==> images/placement_by_type.png <==
Scale: 2 px per µm.
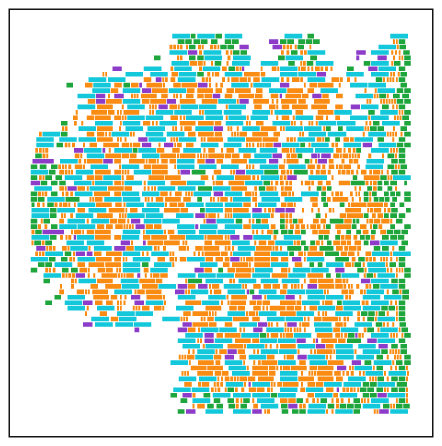
==> images/clocks.png <==
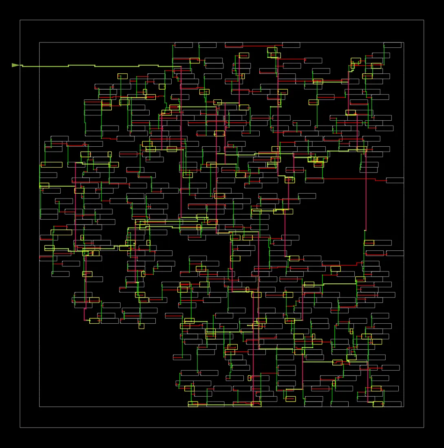
==> images/layer_met3.png <==
Scale: 2 px per µm.
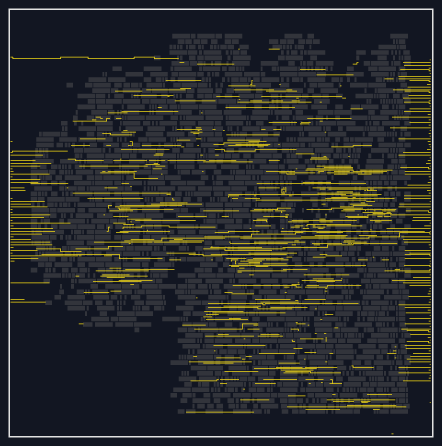
==> images/metal_density.png <==
Scale: 2 px per µm. 21 x 21 tiles, from dark purple (low) to yellow (high), scaled to the fullest tile. Values are wire area over tile area, all layers added.
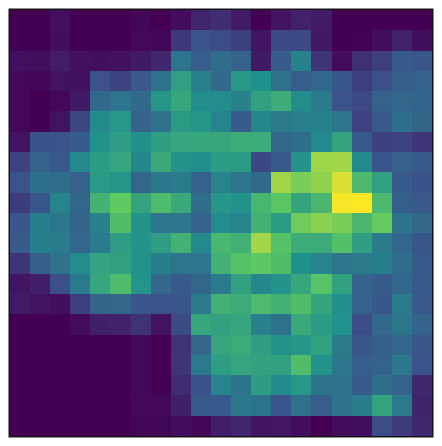
### config.mk
export PLATFORM = sky130hd
export DESIGN_NAME = rr_stage_flat
export DESIGN_NICKNAME = d
export VERILOG_FILES = /design/src/rtl/rr_stage_pkg.sv /design/src/rtl/rr_stage_if.sv /design/src/rtl/rr_scoreboard.sv /design/src/rtl/rr_stage.sv /design/src/flat_wrapper.sv
export SDC_FILE = /design/constraint.sdc
export NUM_CORES = 1
export LEC_CHECK = 0
export CAP_MARGIN = 20
export CORE_AREA = 10 10 201 203
export CTS_BUF_LIST = sky130_fd_sc_hd__clkbuf_8
export DETAILED_ROUTE_END_ITERATION = 16
export DIE_AREA = 0 0 211 213
export GPL_TIMING_DRIVEN = 1
export PLACE_DENSITY = 0.84
export SLEW_MARGIN = 5
export SYNTH_ARGS = -nofsm -noshare
export SYNTH_HDL_FRONTEND = slang
export SYNTH_SLANG_ARGS = --single-unit
### constraint.sdc
create_clock -name clk -period 3.4 [get_ports clk]
set_input_delay 0.68 -clock clk [delete_from_list [all_inputs] [get_ports clk]]
set_output_delay 0.68 -clock clk [all_outputs]
set_load 0.01 [all_outputs]
### src/rtl/rr_stage_pkg.sv
// Shared constants for the register-read stage: register file geometry,
// ctrl-field bit positions and the pending-counter helpers.
package rr_stage_pkg;

  localparam int NREGS  = 8;
  localparam int IDX_W  = 3;
  localparam int PEND_W = 2;
  localparam int DATA_W = 32;
  localparam int CTRL_W = 7;

  // ctrl_in bit positions
  localparam int REG_WRITE  = 0;
  localparam int USES_SRC1  = 1;
  localparam int USES_SRC2  = 2;
  localparam int USE_IMM    = 3;
  localparam int ALU_OP_LSB = 4;

  localparam logic [PEND_W-1:0] PEND_ZERO = '0;
  localparam logic [PEND_W-1:0] PEND_ONE  = PEND_W'(1);
  localparam logic [PEND_W-1:0] PEND_MAX  = '1;

  // A used source is blocked while writers are in flight, unless the only
  // outstanding writer is retiring this very cycle (its data gets bypassed).
  function automatic logic src_hazard(input logic              uses,
                                      input logic [PEND_W-1:0] pend,
                                      input logic              wb_hit);
    return uses && (pend != PEND_ZERO) && !((pend == PEND_ONE) && wb_hit);
  endfunction

endpackage

### src/rtl/rr_stage_if.sv
// ID/RR input bundle, writeback port and RR/EX output bundle of rr_stage.
interface rr_stage_if;
  import rr_stage_pkg::*;

  logic              valid_in;
  logic [DATA_W-1:0] pc_in;
  logic [CTRL_W-1:0] ctrl_in;
  logic [IDX_W-1:0]  dst_idx_in;
  logic [IDX_W-1:0]  src1_idx_in;
  logic [IDX_W-1:0]  src2_idx_in;
  logic [DATA_W-1:0] imm_in;
  logic [2:0]        instr_length_in;
  logic              stall_in;
  logic              flush;
  logic              wb_valid;
  logic [IDX_W-1:0]  wb_idx;
  logic [DATA_W-1:0] wb_data;

  logic              stall_out;
  logic              valid_out;
  logic [DATA_W-1:0] pc_out;
  logic [CTRL_W-1:0] ctrl_out;
  logic [IDX_W-1:0]  dst_idx_out;
  logic [DATA_W-1:0] op_a;
  logic [DATA_W-1:0] op_b;
  logic [2:0]        instr_length_out;
  logic              sb_err;

  modport master (
    output valid_in, pc_in, ctrl_in, dst_idx_in, src1_idx_in, src2_idx_in,
           imm_in, instr_length_in, stall_in, flush, wb_valid, wb_idx, wb_data,
    input  stall_out, valid_out, pc_out, ctrl_out, dst_idx_out, op_a, op_b,
           instr_length_out, sb_err
  );

  modport slave (
    input  valid_in, pc_in, ctrl_in, dst_idx_in, src1_idx_in, src2_idx_in,
           imm_in, instr_length_in, stall_in, flush, wb_valid, wb_idx, wb_data,
    output stall_out, valid_out, pc_out, ctrl_out, dst_idx_out, op_a, op_b,
           instr_length_out, sb_err
  );

endinterface

### src/rtl/rr_scoreboard.sv
// Per-register pending-write counters, RAW/WAW hazard detection with
// same-cycle writeback bypass, stall/issue generation and sticky sb_err.
module rr_scoreboard
  import rr_stage_pkg::*;
(
  input  logic             clk,
  input  logic             rst,
  input  logic             valid_i,
  input  logic             reg_write_i,
  input  logic             uses_src1_i,
  input  logic             uses_src2_i,
  input  logic [IDX_W-1:0] dst_idx_i,
  input  logic [IDX_W-1:0] src1_idx_i,
  input  logic [IDX_W-1:0] src2_idx_i,
  input  logic             stall_i,
  input  logic             flush_i,
  input  logic             wb_valid_i,
  input  logic [IDX_W-1:0] wb_idx_i,
  output logic             hz_o,
  output logic             stall_o,
  output logic             issue_o,
  output logic             sb_err_o
);

  logic [NREGS-1:0][PEND_W-1:0] pend_q;
  logic [NREGS-1:0][PEND_W-1:0] pend_d;
  logic [NREGS-1:0]             err_hit;
  logic                         err_q;
  logic                         src1_hz;
  logic                         src2_hz;
  logic                         sat_hz;

  // Hazard, stall and issue decisions for the instruction sitting in ID/RR.
  always_comb begin
    src1_hz  = src_hazard(uses_src1_i, pend_q[src1_idx_i],
                          wb_valid_i && (wb_idx_i == src1_idx_i));
    src2_hz  = src_hazard(uses_src2_i, pend_q[src2_idx_i],
                          wb_valid_i && (wb_idx_i == src2_idx_i));
    sat_hz   = reg_write_i && (pend_q[dst_idx_i] == PEND_MAX);
    hz_o     = valid_i && (src1_hz || src2_hz || sat_hz);
    stall_o  = !flush_i && (hz_o || stall_i);
    issue_o  = valid_i && !stall_o && !flush_i;
  end

  // Saturation stalls keep inc from ever being applied at PEND_MAX, so the
  // increment needs no clamp; a decrement at zero is a stray writeback.
  for (genvar gi = 0; gi < NREGS; gi++) begin : g_pend
    logic inc;
    logic dec;
    assign inc         = issue_o && reg_write_i && (dst_idx_i == IDX_W'(gi));
    assign dec         = wb_valid_i && (wb_idx_i == IDX_W'(gi));
    assign err_hit[gi] = dec && (pend_q[gi] == PEND_ZERO);
    assign pend_d[gi]  = flush_i                                    ? PEND_ZERO :
                         (inc && !dec)                              ? pend_q[gi] + PEND_ONE :
                         (dec && !inc && pend_q[gi] != PEND_ZERO)   ? pend_q[gi] - PEND_ONE :
                                                                      pend_q[gi];
  end

  // Pending counters and the sticky error flag.
  always_ff @(posedge clk or negedge rst) begin
    if (!rst) begin
      pend_q <= '0;
      err_q  <= 1'b0;
    end else begin
      pend_q <= pend_d;
      if (|err_hit) err_q <= 1'b1;
    end
  end

  assign sb_err_o = err_q;

endmodule

### src/rtl/rr_stage.sv
// Register-read stage: 8x32 register file with writeback bypass, operand
// selection, and the RR/EX pipeline register, gated by the scoreboard.
module rr_stage
  import rr_stage_pkg::*;
(
  input  logic       clk,
  input  logic       rst,
  rr_stage_if.slave  bus
);

  logic [DATA_W-1:0] regs_q [NREGS];
  logic [DATA_W-1:0] src1_val;
  logic [DATA_W-1:0] src2_val;
  logic              hz;
  logic              issue;

  logic              valid_q;
  logic [DATA_W-1:0] pc_q;
  logic [CTRL_W-1:0] ctrl_q;
  logic [IDX_W-1:0]  dst_q;
  logic [DATA_W-1:0] op_a_q;
  logic [DATA_W-1:0] op_b_q;
  logic [2:0]        len_q;

  rr_scoreboard u_sb (
    .clk         (clk),
    .rst         (rst),
    .valid_i     (bus.valid_in),
    .reg_write_i (bus.ctrl_in[REG_WRITE]),
    .uses_src1_i (bus.ctrl_in[USES_SRC1]),
    .uses_src2_i (bus.ctrl_in[USES_SRC2]),
    .dst_idx_i   (bus.dst_idx_in),
    .src1_idx_i  (bus.src1_idx_in),
    .src2_idx_i  (bus.src2_idx_in),
    .stall_i     (bus.stall_in),
    .flush_i     (bus.flush),
    .wb_valid_i  (bus.wb_valid),
    .wb_idx_i    (bus.wb_idx),
    .hz_o        (hz),
    .stall_o     (bus.stall_out),
    .issue_o     (issue),
    .sb_err_o    (bus.sb_err)
  );

  // Register file: writeback always commits, regardless of stall or flush.
  always_ff @(posedge clk or negedge rst) begin
    if (!rst) begin
      for (int i = 0; i < NREGS; i++) regs_q[i] <= '0;
    end else if (bus.wb_valid) begin
      regs_q[bus.wb_idx] <= bus.wb_data;
    end
  end

  // Source operands see same-cycle writeback data ahead of the array.
  always_comb begin
    src1_val = (bus.wb_valid && bus.wb_idx == bus.src1_idx_in) ? bus.wb_data
                                                               : regs_q[bus.src1_idx_in];
    src2_val = (bus.wb_valid && bus.wb_idx == bus.src2_idx_in) ? bus.wb_data
                                                               : regs_q[bus.src2_idx_in];
  end

  // RR/EX register: flush kills, downstream stall holds, hazard bubbles.
  // On capture, valid_q follows valid_in, which equals issue in that branch.
  always_ff @(posedge clk or negedge rst) begin
    if (!rst) begin
      valid_q <= 1'b0;
      pc_q    <= '0;
      ctrl_q  <= '0;
      dst_q   <= '0;
      op_a_q  <= '0;
      op_b_q  <= '0;
      len_q   <= '0;
    end else if (bus.flush) begin
      valid_q <= 1'b0;
    end else if (bus.stall_in) begin
      valid_q <= valid_q;
    end else if (hz) begin
      valid_q <= 1'b0;
    end else begin
      valid_q <= issue;
      pc_q    <= bus.pc_in;
      ctrl_q  <= bus.ctrl_in;
      dst_q   <= bus.dst_idx_in;
      op_a_q  <= src1_val;
      op_b_q  <= bus.ctrl_in[USE_IMM] ? bus.imm_in : src2_val;
      len_q   <= bus.instr_length_in;
    end
  end

  assign bus.valid_out        = valid_q;
  assign bus.pc_out           = pc_q;
  assign bus.ctrl_out         = ctrl_q;
  assign bus.dst_idx_out      = dst_q;
  assign bus.op_a             = op_a_q;
  assign bus.op_b             = op_b_q;
  assign bus.instr_length_out = len_q;

endmodule

### src/flat_wrapper.sv
// flat-port wrapper written by rule: the top's interface ports become plain ports
module rr_stage_flat import rr_stage_pkg::*;
  (clk, rst, bus_valid_in, bus_pc_in, bus_ctrl_in, bus_dst_idx_in, bus_src1_idx_in, bus_src2_idx_in, bus_imm_in, bus_instr_length_in, bus_stall_in, bus_flush, bus_wb_valid, bus_wb_idx, bus_wb_data, bus_stall_out, bus_valid_out, bus_pc_out, bus_ctrl_out, bus_dst_idx_out, bus_op_a, bus_op_b, bus_instr_length_out, bus_sb_err);
  rr_stage_if bus_i ();
  input  logic clk;
  input  logic rst;
  input wire logic [$bits(bus_i.valid_in)-1:0] bus_valid_in;
  input wire logic [$bits(bus_i.pc_in)-1:0] bus_pc_in;
  input wire logic [$bits(bus_i.ctrl_in)-1:0] bus_ctrl_in;
  input wire logic [$bits(bus_i.dst_idx_in)-1:0] bus_dst_idx_in;
  input wire logic [$bits(bus_i.src1_idx_in)-1:0] bus_src1_idx_in;
  input wire logic [$bits(bus_i.src2_idx_in)-1:0] bus_src2_idx_in;
  input wire logic [$bits(bus_i.imm_in)-1:0] bus_imm_in;
  input wire logic [$bits(bus_i.instr_length_in)-1:0] bus_instr_length_in;
  input wire logic [$bits(bus_i.stall_in)-1:0] bus_stall_in;
  input wire logic [$bits(bus_i.flush)-1:0] bus_flush;
  input wire logic [$bits(bus_i.wb_valid)-1:0] bus_wb_valid;
  input wire logic [$bits(bus_i.wb_idx)-1:0] bus_wb_idx;
  input wire logic [$bits(bus_i.wb_data)-1:0] bus_wb_data;
  output wire logic [$bits(bus_i.stall_out)-1:0] bus_stall_out;
  output wire logic [$bits(bus_i.valid_out)-1:0] bus_valid_out;
  output wire logic [$bits(bus_i.pc_out)-1:0] bus_pc_out;
  output wire logic [$bits(bus_i.ctrl_out)-1:0] bus_ctrl_out;
  output wire logic [$bits(bus_i.dst_idx_out)-1:0] bus_dst_idx_out;
  output wire logic [$bits(bus_i.op_a)-1:0] bus_op_a;
  output wire logic [$bits(bus_i.op_b)-1:0] bus_op_b;
  output wire logic [$bits(bus_i.instr_length_out)-1:0] bus_instr_length_out;
  output wire logic [$bits(bus_i.sb_err)-1:0] bus_sb_err;
  assign bus_i.valid_in = bus_valid_in;
  assign bus_i.pc_in = bus_pc_in;
  assign bus_i.ctrl_in = bus_ctrl_in;
  assign bus_i.dst_idx_in = bus_dst_idx_in;
  assign bus_i.src1_idx_in = bus_src1_idx_in;
  assign bus_i.src2_idx_in = bus_src2_idx_in;
  assign bus_i.imm_in = bus_imm_in;
  assign bus_i.instr_length_in = bus_instr_length_in;
  assign bus_i.stall_in = bus_stall_in;
  assign bus_i.flush = bus_flush;
  assign bus_i.wb_valid = bus_wb_valid;
  assign bus_i.wb_idx = bus_wb_idx;
  assign bus_i.wb_data = bus_wb_data;
  assign bus_stall_out = bus_i.stall_out;
  assign bus_valid_out = bus_i.valid_out;
  assign bus_pc_out = bus_i.pc_out;
  assign bus_ctrl_out = bus_i.ctrl_out;
  assign bus_dst_idx_out = bus_i.dst_idx_out;
  assign bus_op_a = bus_i.op_a;
  assign bus_op_b = bus_i.op_b;
  assign bus_instr_length_out = bus_i.instr_length_out;
  assign bus_sb_err = bus_i.sb_err;
  rr_stage u_core (.clk(clk), .rst(rst), .bus(bus_i));
endmodule
==> summary.txt <==
Main metrics from the flow reports.

The maximum number of pins on one net before global-route repair is slightly above 80. The number of cells reported by Yosys stat comes to 1795. The maximum resistive drop on vdd came out at around 0.43 mV.

According to the floorplan report, the die width is approximately 210 µm. The Yosys warning count came out at 0. The count of filler cells inserted in the layout is 2573. The number of DRC markers in iteration 0 is ~1.7k.

Multi-input combinational cells in the finished layout were counted as roughly 1.2k. Counting only logic cells after layout, the most numerous master is nand2_1. The growth of design area from synthesis to finish came out at 23.3%. The fraction of standard cell area in multi-input logic came out at 0.393. around 240 I/O pins were placed. Per the synth stats, the flop cell with the highest instance count is dfrtp_1. The combined global-route utilization of all metal layers came out at 0.262. The highest clock rate came out at roughly 0.3 GHz. The final weighted congestion recorded by global placement is 0.943.

From bottom edge to top edge, the die measures about 210 µm. The logic area came out at between 0.009 and 0.01 mm². The number of buffers inserted by port buffering is between 200 and 250. The number of instances in the synthesized netlist came out at between 1.5k and 2k. The share of cell area taken by muxes after synthesis is 0.281. The insertion delay to the later sink of the worst-skew pair is roughly 0.63 ns. The synthesized netlist occupies a cell area of a little under 0.02 mm². The remaining antenna violation count after routing came out at 0. The total clock buffers created by CTS came out at between 60 and 70. The post-synth tally of flip-flops with integrated enable came out at 0. The number of antenna repair diodes came out at 3. The post-synthesis sequential element count is about 380. Per the GRT congestion report, total overflow comes to 0. Among all stages on the critical path, the largest delay is contributed by dfrtp_1. Per the cell usage report, the commonest logic cells after layout are nand2_1 (541), dfrtp_1 (373), clkdlybuf4s50_1 (227), mux2_2 (163), mux4_2 (135).

The number of buffers other than clock buffers in the final layout is ~320. Per the OpenROAD floorplan log, the area of the die is approximately 0.045 mm². The fraction of registers with async set/reset came out at 1.00.

The critical setup path kind is reg -> out. The post-CTS clock slew at the launch and capture registers of the worst setup and hold paths is around 0.060 ns. The critical path required time is around 2.7 ns. The final routed DRC violation total came out at 0.

At the floorplan stage, the core utilization is reported as 0.544. The final HPWL from detailed placement is between 30 and 40 mm. The measured slew at the worst slew-check pin is between 0.9 and 1 ns. The first-pass GRT wire length came out at ~92 mm.

By area, sequential cells come first. The arithmetic-cell share of the synthesized area counting full adders, half adders and majority gates is 0. The count of standard-cell rows came out at approximately 70. The final setup skew is around 0.035 ns. Per the detail_route report, routed wire per instance is between 20 and 25 µm. In this run, the synthesized area fraction spent on AND-OR/OR-AND gates is recorded as 0.0618. The number of global-route vias before repair is about 16k. The number of nets produced by synthesis is ~1.9k.

The worst setup path is captured at an output pin. The max-capacitance violation count came out at 0. The number of setup violations in the final report is 0.

In this run the critical path is formed by nor2b_1, a2111oi_0, nor4bb_1, or4_4, nor2_4, nor2_1, clkbuf_2. The count of inserted tapcells is ~470. The cell area power density is approximately 570 mW/mm². The flow ran to the end, and the final reports show no timing, DRC or antenna violations. The final-report max-slew violation count is 0. On the critical path the data arrives at 2.61 ns.

After clock tree synthesis, the flow added hold-fix buffers numbering 0. Of the synthesized area, sequential elements account for 0.486. The final net count is around 2.1k. STA classifies the critical path startpoint as a flip-flop. In this run, the synthesized area fraction spent on and/or/nand/nor cells is recorded as 0.134. For this run, the detailed router's first-pass iteration total came to 7. The power consumption is ~14000 µW. The per-cell via count in the routed design is 6.18. The clock sink count is 383. The largest buffer count on any clock path came out at 3. Non-clock inverters in the final layout number 8.

Of the combinational cells, the family taking the most area is multiplexers. Measured against its own limit, the worst slew margin works out to 0.364. The setup TNS after final layout came out at 0 ns. The post-synth area from yosys stat is 0.0197 mm². The portion of the layout cell area used by non-clock buffers came out at 0.128.

Per the post-synthesis stats, the area per cell is 11.0 µm². For reference, the final report shows the hold violation count at 0. The ratio of cells with drive above 1 in the final layout is 0.254. Setup repair after global routing left no endpoint under its margin. The root buffer cell chosen for the clock tree is clkbuf_8. The initial antenna violation count came to 4. The distinct cell type count of the synthesized netlist came out at ~57. The final worst-path cycle share is 0.967. The maximum single-stage delay on the critical path came out at about 0.47 ns. The clock tree cell share of total cell area is 0.0585. In this run the worst hold path is classified as in -> async. The final period demand of the worst path came out at roughly 3.3 ns. The static leakage is between 0.01 and 0.015 µW.

Across the whole layout, storage elements account for around 0.0096 mm². The CTS H-tree depth came out at 3. The core footprint is roughly 0.036 mm². The highest fanout seen on the critical path is 5. Summing over the stages, the warning tally comes to 26. TritonCTS built the clock tree. The XOR/XNOR share of the synthesized area came out at 0.00400.
-- placement_by_type.png (at the start) --
Key: combinational and other logic = orange [cells 1250, share of their area 40%]; sequential cells = cyan [cells 383, share of their area 40%]; remaining buffers and delay cells = green [cells 317, share of their area 13%]; clock drivers and dummy loads = purple [cells 113, share of their area 6.0%]
final instance area: 0.0243 mm²
sequential cell area share: 0.395

-- clocks.png (at the start) --
FFs & Latches: 383
number of clock buffers in the layout: 89

-- layer_met3.png (at the start) --
The layer holds 11% of the routed length. 357 nets have wire on it. The wires run mostly horizontal. The longest straight run is 71.8 µm.
Routed Wire Length: 58.7 mm
met3 GRT Util: 0.0786
via count: 15.7k

-- metal_density.png (at the start) --
14% of the tiles are nearly empty. The fullest tile reaches 0.69. The mean over all tiles is 0.22. 26% of the tiles are over half the peak. The emptiest ninth of the die: bottom left.

critical path: cells and delay by family (launching register included):
kind | cells | cell delay (ns)
simple gates | 5 | 0.96
flops | 1 | 0.47
compound gates | 1 | 0.44
buf+inv | 1 | 0.12
cells in the mapped netlist (2+ instances only):
cell type    n  area share
a211oi_1    34       0.013
a21oi_1     47       0.012
and2_1       3     0.00095
and3_1       2     0.00063
buf_1       27      0.0051
buf_2        6      0.0015
clkbuf_1   128       0.024
dfrtp_1    383        0.49
inv_1        6      0.0011
inv_2        2     0.00038
mux2_2     163       0.093
mux2i_1     65       0.033
mux4_2     134        0.15
nand2_1    543        0.10
nand2b_1     4      0.0013
nand3_1     10      0.0025
nand3b_1     2     0.00076
nand4_1      3     0.00095
nor2_1      55       0.010
nor2b_1      6      0.0019
nor3_1      12      0.0030
nor3b_1      2     0.00076
nor4_1       7      0.0022
o21ai_0    102       0.026
o22ai_1      2     0.00063
o311ai_0     2     0.00089
o311ai_1     2     0.00089
o32ai_1      3      0.0013
or2_2        2     0.00063
or3_1        2     0.00063
or4_1        3      0.0011
xnor2_1      8      0.0036
flip-flops by register name (all words and copies together) (netlist names):
register / cells
u_core.bus.ctrl_out: 7
u_core.bus.dst_idx_out: 3
u_core.regs_q: 256
u_core.bus.pc_out: 32
u_core.u_sb.sb_err_o: 1
u_core.u_sb.pend_q: 16
u_core.bus.valid_out: 1
u_core.bus.op_a: 32
u_core.bus.op_b: 32
u_core.bus.instr_length_out: 3
path summary, 6_finish.rpt:
path	cells past startpoint	slack, ns	start	to
setup / recovery	7	0.11	u_core.u_sb.pend_q[0]	bus_stall_out
hold / removal	1	0.05	rst	u_core.bus.ctrl_out[6]
setup reg to reg	8	0.40	u_core.u_sb.pend_q[13]	u_core.u_sb.pend_q[7]
hold reg to reg	2	0.47	u_core.bus.pc_out[23]	u_core.bus.pc_out[23]
max in group asynchronous	2	2.43	rst	u_core.regs_q[168]
min in group clk	2	0.47	u_core.bus.pc_out[23]	u_core.bus.pc_out[23]
metrics by stage:
stage / worst slack, ns / instances / hold WS [ns] / utilization / instance area, µm²
finish: 0.113 / 2534 / 0.0503 / 0.670 / 24300
global route: 0.0612 / 2533 / 0.0827 / 0.670 / 24300
CTS: 0.0242 / 2528 / 0.0621 / 0.669 / 24300
detailed placement: -0.197 / 2405 / 0.462 / 0.627 / 22700
global placement: -0.164 / 2405 / 0.456 / 0.627 / 22700
floorplan: 0.363 / 1795 / 0.384 / - / 19700
report_power, final:
part | switching (µW) | total (µW) | leakage [µW] | internal, µW
clock network | 1970 | 4480 | 0.000772 | 2510
logic | 1460 | 3350 | 0.00537 | 1890
registers | 659 | 6130 | 0.00473 | 5470
what timing repair did:
action                                 CTS  global route
setup endpoints to repair                1             1
resized                                 15             6
buffers inserted                        10             3
endpoints found under the hold margin    0             0
pin swaps                                1             3
metal layers:
layer	up-vias	part of all wire	wire length [µm]	global-route usage
met4	2	0.035	2040	0.110
met2	910	0.47	27700	0.418
met3	173	0.11	6380	0.0786
met5	-	0.00027	16	0
met1	7825	0.38	22600	0.328
li1	6754	-	-	-
Power and IR drop assume default switching activity.
